$ cat src/rtl/cpu_pkg.sv
// cpu_pkg: shared constants for the CPU control path.
// - ExType codes raised toward the control state machine.
// - Input-controller FSM encodings (legacy 2-bit constants).
// - INT_EN_BIT: bit of the controller's bread status word that enables EX_INPUT.
package cpu_pkg;

  typedef logic [1:0] exType_t;

  localparam exType_t EX_INPUT    = 2'd0;
  localparam exType_t EX_OVFL     = 2'd1;
  localparam exType_t EX_ACCINV   = 2'd2;
  localparam exType_t EX_MISALIGN = 2'd3;

  localparam logic [1:0] IN_IDLE    = 2'd0;
  localparam logic [1:0] IN_PENDING = 2'd1;
  localparam logic [1:0] IN_SERVICE = 2'd2;

  localparam int INT_EN_BIT = 4;

endpackage

$ cat src/rtl/input_fifo.sv
// input_fifo: small circular buffer for input-device words.
// Ports:
//   CLK, Reset      clock, synchronous active-low reset
//   push, wrData    write request and word; ignored while full
//   pop             consume head; ignored while empty
//   rdData          head word, combinational from storage (0 after reset)
//   count           words held
//   full, empty     occupancy flags
module input_fifo #(
  parameter int DATA_W     = 16,
  parameter int FIFO_DEPTH = 4,
  parameter int CNT_W      = $clog2(FIFO_DEPTH) + 1
) (
  input  logic              CLK,
  input  logic              Reset,
  input  logic              push,
  input  logic [DATA_W-1:0] wrData,
  input  logic              pop,
  output logic [DATA_W-1:0] rdData,
  output logic [CNT_W-1:0]  count,
  output logic              full,
  output logic              empty
);

  localparam int PTR_W = $clog2(FIFO_DEPTH);

  logic [FIFO_DEPTH-1:0][DATA_W-1:0] mem;
  logic [PTR_W-1:0] wrPtr, rdPtr;
  logic doPush, doPop;

  assign full   = (count == CNT_W'(FIFO_DEPTH));
  assign empty  = (count == '0);
  assign doPush = push & ~full;
  assign doPop  = pop & ~empty;
  assign rdData = mem[rdPtr];

  // Depth is a power of two, so pointer overflow is the modulo wrap.
  always_ff @(posedge CLK) begin
    if (!Reset) begin
      mem   <= '0;
      wrPtr <= '0;
      rdPtr <= '0;
      count <= '0;
    end else begin
      if (doPush) begin
        mem[wrPtr] <= wrData;
        wrPtr      <= wrPtr + 1'b1;
      end
      if (doPop) rdPtr <= rdPtr + 1'b1;
      case ({doPush, doPop})
        2'b10:   count <= count + 1'b1;
        2'b01:   count <= count - 1'b1;
        default: count <= count;
      endcase
    end
  end

endmodule

$ cat src/rtl/input_controller.sv
// input_controller: input-device front end for the control state machine.
// Buffers device words in input_fifo and raises InputRecv (EX_INPUT) while a
// word is waiting and int_en is set. The controller acknowledges by raising
// InputRst (ExH_B); the request re-arms on handler return (KernelMode 1->0).
// Ports:
//   CLK, Reset            clock, synchronous active-low reset
//   dev_valid/dev_data    device word offer; dev_ready accepts it
//   int_en                input-interrupt enable (bread bit INT_EN_BIT)
//   InputRst, KernelMode  controller levels used for ack / return edges
//   in_pop, in_data       CPU read port (head of FIFO), in_count occupancy
//   InputRecv             interrupt request
//   overrun, ovr_clr      sticky drop flag and its clear
// Build option: define INPUT_OVERRUN_EN to accept words unconditionally and
// flag drops on a full FIFO; otherwise the device is backpressured.
import cpu_pkg::*;

module input_controller #(
  parameter int DATA_W     = 16,
  parameter int FIFO_DEPTH = 4,
  parameter int CNT_W      = $clog2(FIFO_DEPTH) + 1
) (
  input  logic              CLK,
  input  logic              Reset,
  input  logic              dev_valid,
  input  logic [DATA_W-1:0] dev_data,
  output logic              dev_ready,
  input  logic              int_en,
  input  logic              InputRst,
  input  logic              KernelMode,
  input  logic              in_pop,
  output logic [DATA_W-1:0] in_data,
  output logic [CNT_W-1:0]  in_count,
  output logic              InputRecv,
  output logic              overrun,
  input  logic              ovr_clr
);

  logic       fifoFull, fifoEmpty;
  logic       inputRstQ, kernelModeQ;
  logic       ack, ret, hasWord;
  logic [1:0] state;

  input_fifo #(
    .DATA_W    (DATA_W),
    .FIFO_DEPTH(FIFO_DEPTH),
    .CNT_W     (CNT_W)
  ) uFifo (
    .CLK   (CLK),
    .Reset (Reset),
    .push  (dev_valid & dev_ready),
    .wrData(dev_data),
    .pop   (in_pop),
    .rdData(in_data),
    .count (in_count),
    .full  (fifoFull),
    .empty (fifoEmpty)
  );

`ifdef INPUT_OVERRUN_EN
  // Always ready; the FIFO discards a push while full and we remember it.
  assign dev_ready = 1'b1;

  always_ff @(posedge CLK) begin
    if (!Reset)                      overrun <= 1'b0;
    else if (dev_valid && fifoFull)  overrun <= 1'b1;
    else if (ovr_clr)                overrun <= 1'b0;
  end
`else
  logic unusedOvrClr;
  assign unusedOvrClr = ovr_clr;
  assign dev_ready    = ~fifoFull;
  assign overrun      = 1'b0;
`endif

  assign ack     = InputRst & ~inputRstQ;
  assign ret     = ~KernelMode & kernelModeQ;
  assign hasWord = ~fifoEmpty;

  assign InputRecv = (state == IN_PENDING);

  always_ff @(posedge CLK) begin
    if (!Reset) begin
      state       <= IN_IDLE;
      inputRstQ   <= 1'b0;
      kernelModeQ <= 1'b0;
    end else begin
      inputRstQ   <= InputRst;
      kernelModeQ <= KernelMode;
      case (state)
        IN_IDLE:
          if (hasWord && int_en) state <= IN_PENDING;
        // Ack takes priority over withdrawal; a word pushed alongside the
        // ack simply waits for the next arm after return.
        IN_PENDING:
          if (ack)          state <= IN_SERVICE;
          else if (!int_en) state <= IN_IDLE;
        // Ack is ignored here; only handler return re-arms.
        IN_SERVICE:
          if (ret) state <= (hasWord && int_en) ? IN_PENDING : IN_IDLE;
        default: state <= IN_IDLE;
      endcase
    end
  end

endmodule

$ cat config.mk
export PLATFORM = sky130hd
export DESIGN_NAME = input_controller
export DESIGN_NICKNAME = d
export VERILOG_FILES = /design/src/rtl/cpu_pkg.sv /design/src/rtl/input_fifo.sv /design/src/rtl/input_controller.sv
export SDC_FILE = /design/constraint.sdc
export NUM_CORES = 1
export LEC_CHECK = 0
export ABC_CLOCK_PERIOD_IN_PS = 2200
export CAP_MARGIN = 30
export CORE_ASPECT_RATIO = 0.75
export CORE_MARGIN = 1.5
export CORE_UTILIZATION = 34
export DETAILED_ROUTE_END_ITERATION = 6
export HOLD_SLACK_MARGIN = 0.12
export PLACE_DENSITY = 0.56
export SLEW_MARGIN = 20
export SYNTH_ARGS = -nofsm -noshare
export SYNTH_HDL_FRONTEND = slang
export SYNTH_SLANG_ARGS = --single-unit
export TNS_END_PERCENT = 50
$ cat constraint.sdc
create_clock -name CLK -period 2.2 [get_ports CLK]
set_input_delay 0.44 -clock CLK [delete_from_list [all_inputs] [get_ports CLK]]
set_output_delay 0.44 -clock CLK [all_outputs]
set_load 0.03 [all_outputs]
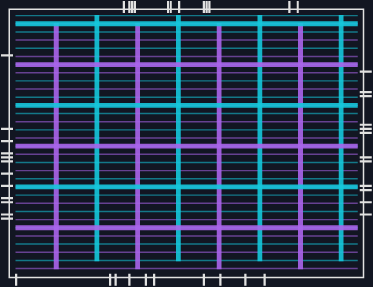
power_grid.png
Drawn at 3 px/um. Pins as bars on the die edge.
legend:
  VDD:
    color: cyan
  VSS:
    color: purple
met1 rails: 32
met5 straps: 6
rows: 31
met4 straps: 8
signal pins: 46

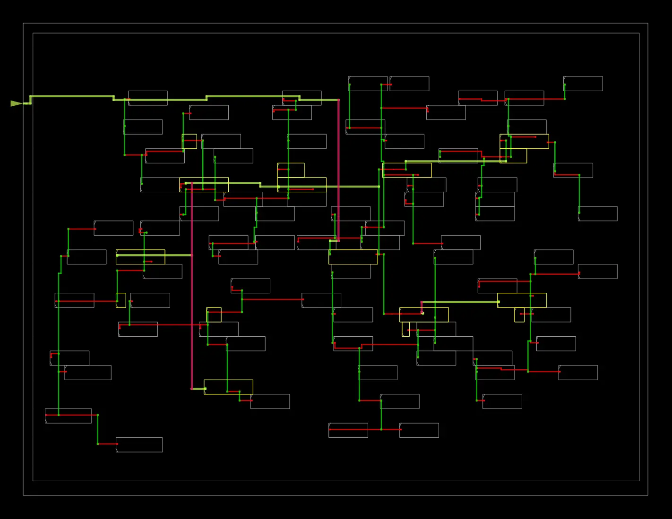
clocks.png
clk pwr: 1360 uW
clock sink total: 75

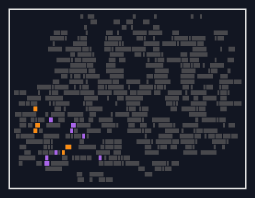
logic_types.png
Drawn at 2 px/um.
legend:
  nor cells:
    color: orange
    cells: 5
  aoi and oai cells:
    color: purple
    cells: 8
    where: south-west

==> Changelog: implementation <==
### Changed

- Drt total wl: 6900 um
- Clock Skews: roughly 0.0052 ns
- Final Hold Fails: 0
- Sw frac: roughly 30%
- Synth Flop Type: dfxtp_1
- Vias in the first global route: between 2000 and 2500
- Launching element type of the critical path: flip-flop
- Initial antenna violation count: 0
- Worst R2R Setup Slack: roughly 0.11 ns
- Post-synth ARST share: 0%
- Largest net degree at the start of global routing: ~95
- Yosys warning tally: 0
- CP arrival: ~1.7 ns
- Tool warnings: 32
- Post-DP HPWL: 4450 um
- Layout cells sized above 1: 19.9%
- Routed length per instance: around 14 um
- First DRT Iteration DRCs: between 150 and 200
- Final tally of setup violations: 0
- Most numerous logic cell after layout: nand2_1
- FP Rows: 31
- Core area: approximately 9600 sq um
- Required time worst endpoint: between 1.5 and 2 ns
- Count of input and output buffers: roughly 43
- Mapped Area: 3350 sq um
- CP endpoint kind: primary output
- Ant diodes: 0
- # DRC: 0
- NumNets Final: roughly 390
- Combinational cell fraction of total power: a little under 30%
- Status: completed
- Seq/Total Area, Yosys: 44.9%
- RSZ-0062 raised after global routing: true
- Max_cap viols: 0
- H-tree Lvls: 3
- Yosys reg bits: around 75
- Placer Congestion: roughly 0.73
- Final core occ: between 40% and 50%
- Root Buffer: clkbuf_16
- Peak VDD IR: 446 uV
- CTS tree: yes
- Cycle use final: between 90% and 100%
- Hold depth: 2
- HP Class: flip-flop to flip-flop
- Die Size: roughly 10000 sq um
- Switching power: 1250 uW
- Vias/cell: 4.71
- Peak fanout along the critical path: 2
- Synth unique cells: 31
- Syn nets: 343
- Pwr dens: between 900 and 1000 nW/um^2
- Top-Level Pins: around 46
- Gr usage total: about 14%
- Setup Buffers After CTS: 0
- Die width: between 100 and 150 um
- Die height: around 89 um
- Sequential power share: approximately two fifths
- Init Core Util: a little over a third
- Total grt overflow: 0
- EDFF count, synth: 0
- Hold-fix buffers, CTS: 0
- Setup TNS: 0 ns
- Kind of critical path: flip-flop to primary output
- Pleak: approximately 0.0015 uW
- Fin crit period: 2.14 ns
- Clk pin slew, worst setup/hold paths: approximately 0.050 ns
- Clock tree buffer depth: 2
- FMAX: about 470 MHz
cell families (layout without fill, tap and decap cells):
| group | after synthesis | count (layout) | share of synthesized area [%] |
|---|---|---|---|
| AND-OR/OR-AND | 9 | 9 | 1.61 |
| XOR/XNOR | 2 | 2 | 0.524 |
| adder cells (fa/ha/maj) | 6 | 6 | 2.47 |
| buffers and inverters | 31 | 79 | 5.50 |
| flip-flops | 75 | 75 | 44.9 |
| multiplexers | 81 | 81 | 30.2 |
| other | 1 | 1 | 0.112 |
| AND/OR/NAND/NOR | 108 | 108 | 14.7 |
flip-flops by register name, summed over array words and instances, names as in the netlist:
register,count
inputRstQ,1
uFifo.mem,64
state,2
uFifo.count,3
uFifo.rdPtr,2
uFifo.wrPtr,2
kernelModeQ,1
final timing paths:
kind | startpoint | to
min | uFifo.mem[23] | uFifo.mem[23]
min reg2reg | uFifo.mem[23] | uFifo.mem[23]
max reg2reg | uFifo.count[1] | uFifo.count[2]
max | uFifo.rdPtr[1] | in_data[6]
layer usage:
metal / part of all wire, % / global-route usage (%) / up-vias
li1: - / - / 1148
met1: 49 / 17.2 / 1126
met2: 46 / 24.9 / 42
met3: 4.3 / 4.91 / 7
met4: 0.97 / 4.99 / 0
met5: 0 / 0 / -
stage by stage:
step	total power [uW]	hold slack, ns	setup WS, ns	cell area [sq um]	cells
final	4160	0.453	0.0573	4190	493
after global routing	4380	0.462	-0.0000268	4190	493
after CTS	4240	0.457	0.00212	4220	493
after detailed placement	2880	0.445	-0.287	3940	477
after global placement	2860	0.439	-0.192	3940	477
after floorplan	2450	0.432	-0.0138	3380	313
Yosys cell counts (all sizes together) (2+ instances only):
cell type  count  share of area [%]
a21boi         2               0.45
and2           6                1.1
and3           4                1.3
buf           12                3.4
clkbuf        12                1.3
dfxtp         75                 45
ha             5                1.9
inv            7               0.79
mux2i         65                 19
mux4          16                 11
nand2         86                9.6
nor2b          3               0.56
o21ai          5               0.75
or3            2               0.37
critical path: stages, from the launching register on:
cell,delay (ns)
dfxtp_1,0.37
buf_4,0.14
mux4_2,0.51
clkdlybuf4s15_1,0.36
cell type report:
class / count / area [sq um]
inverter: 7 / 26.3
sequential: 75 / 1510
fill: 958 / 5430
clock buffer: 12 / 256
timing repair buffer: 56 / 527
multi-input combinational: 207 / 1680
clock inverter: 4 / 25.0
tap: 132 / 165
what timing repair did:
action                                  4_1_cts  5_1_grt
endpoints found under the setup margin       15       10
cloned                                        0        0
resized                                      34        9
power by group through the flow:
stage          registers, uW  clock network, uW  logic, uW
5_1_grt                 1600               1470       1310
4_1_cts                 1590               1410       1240
6_report                1590               1360       1210
3_5_place_dp            1610                  0       1270
3_3_place_gp            1610                  0       1250
2_1_floorplan           1620                  0        830
No activity file was given, so power comes from the tool's default toggle rates.
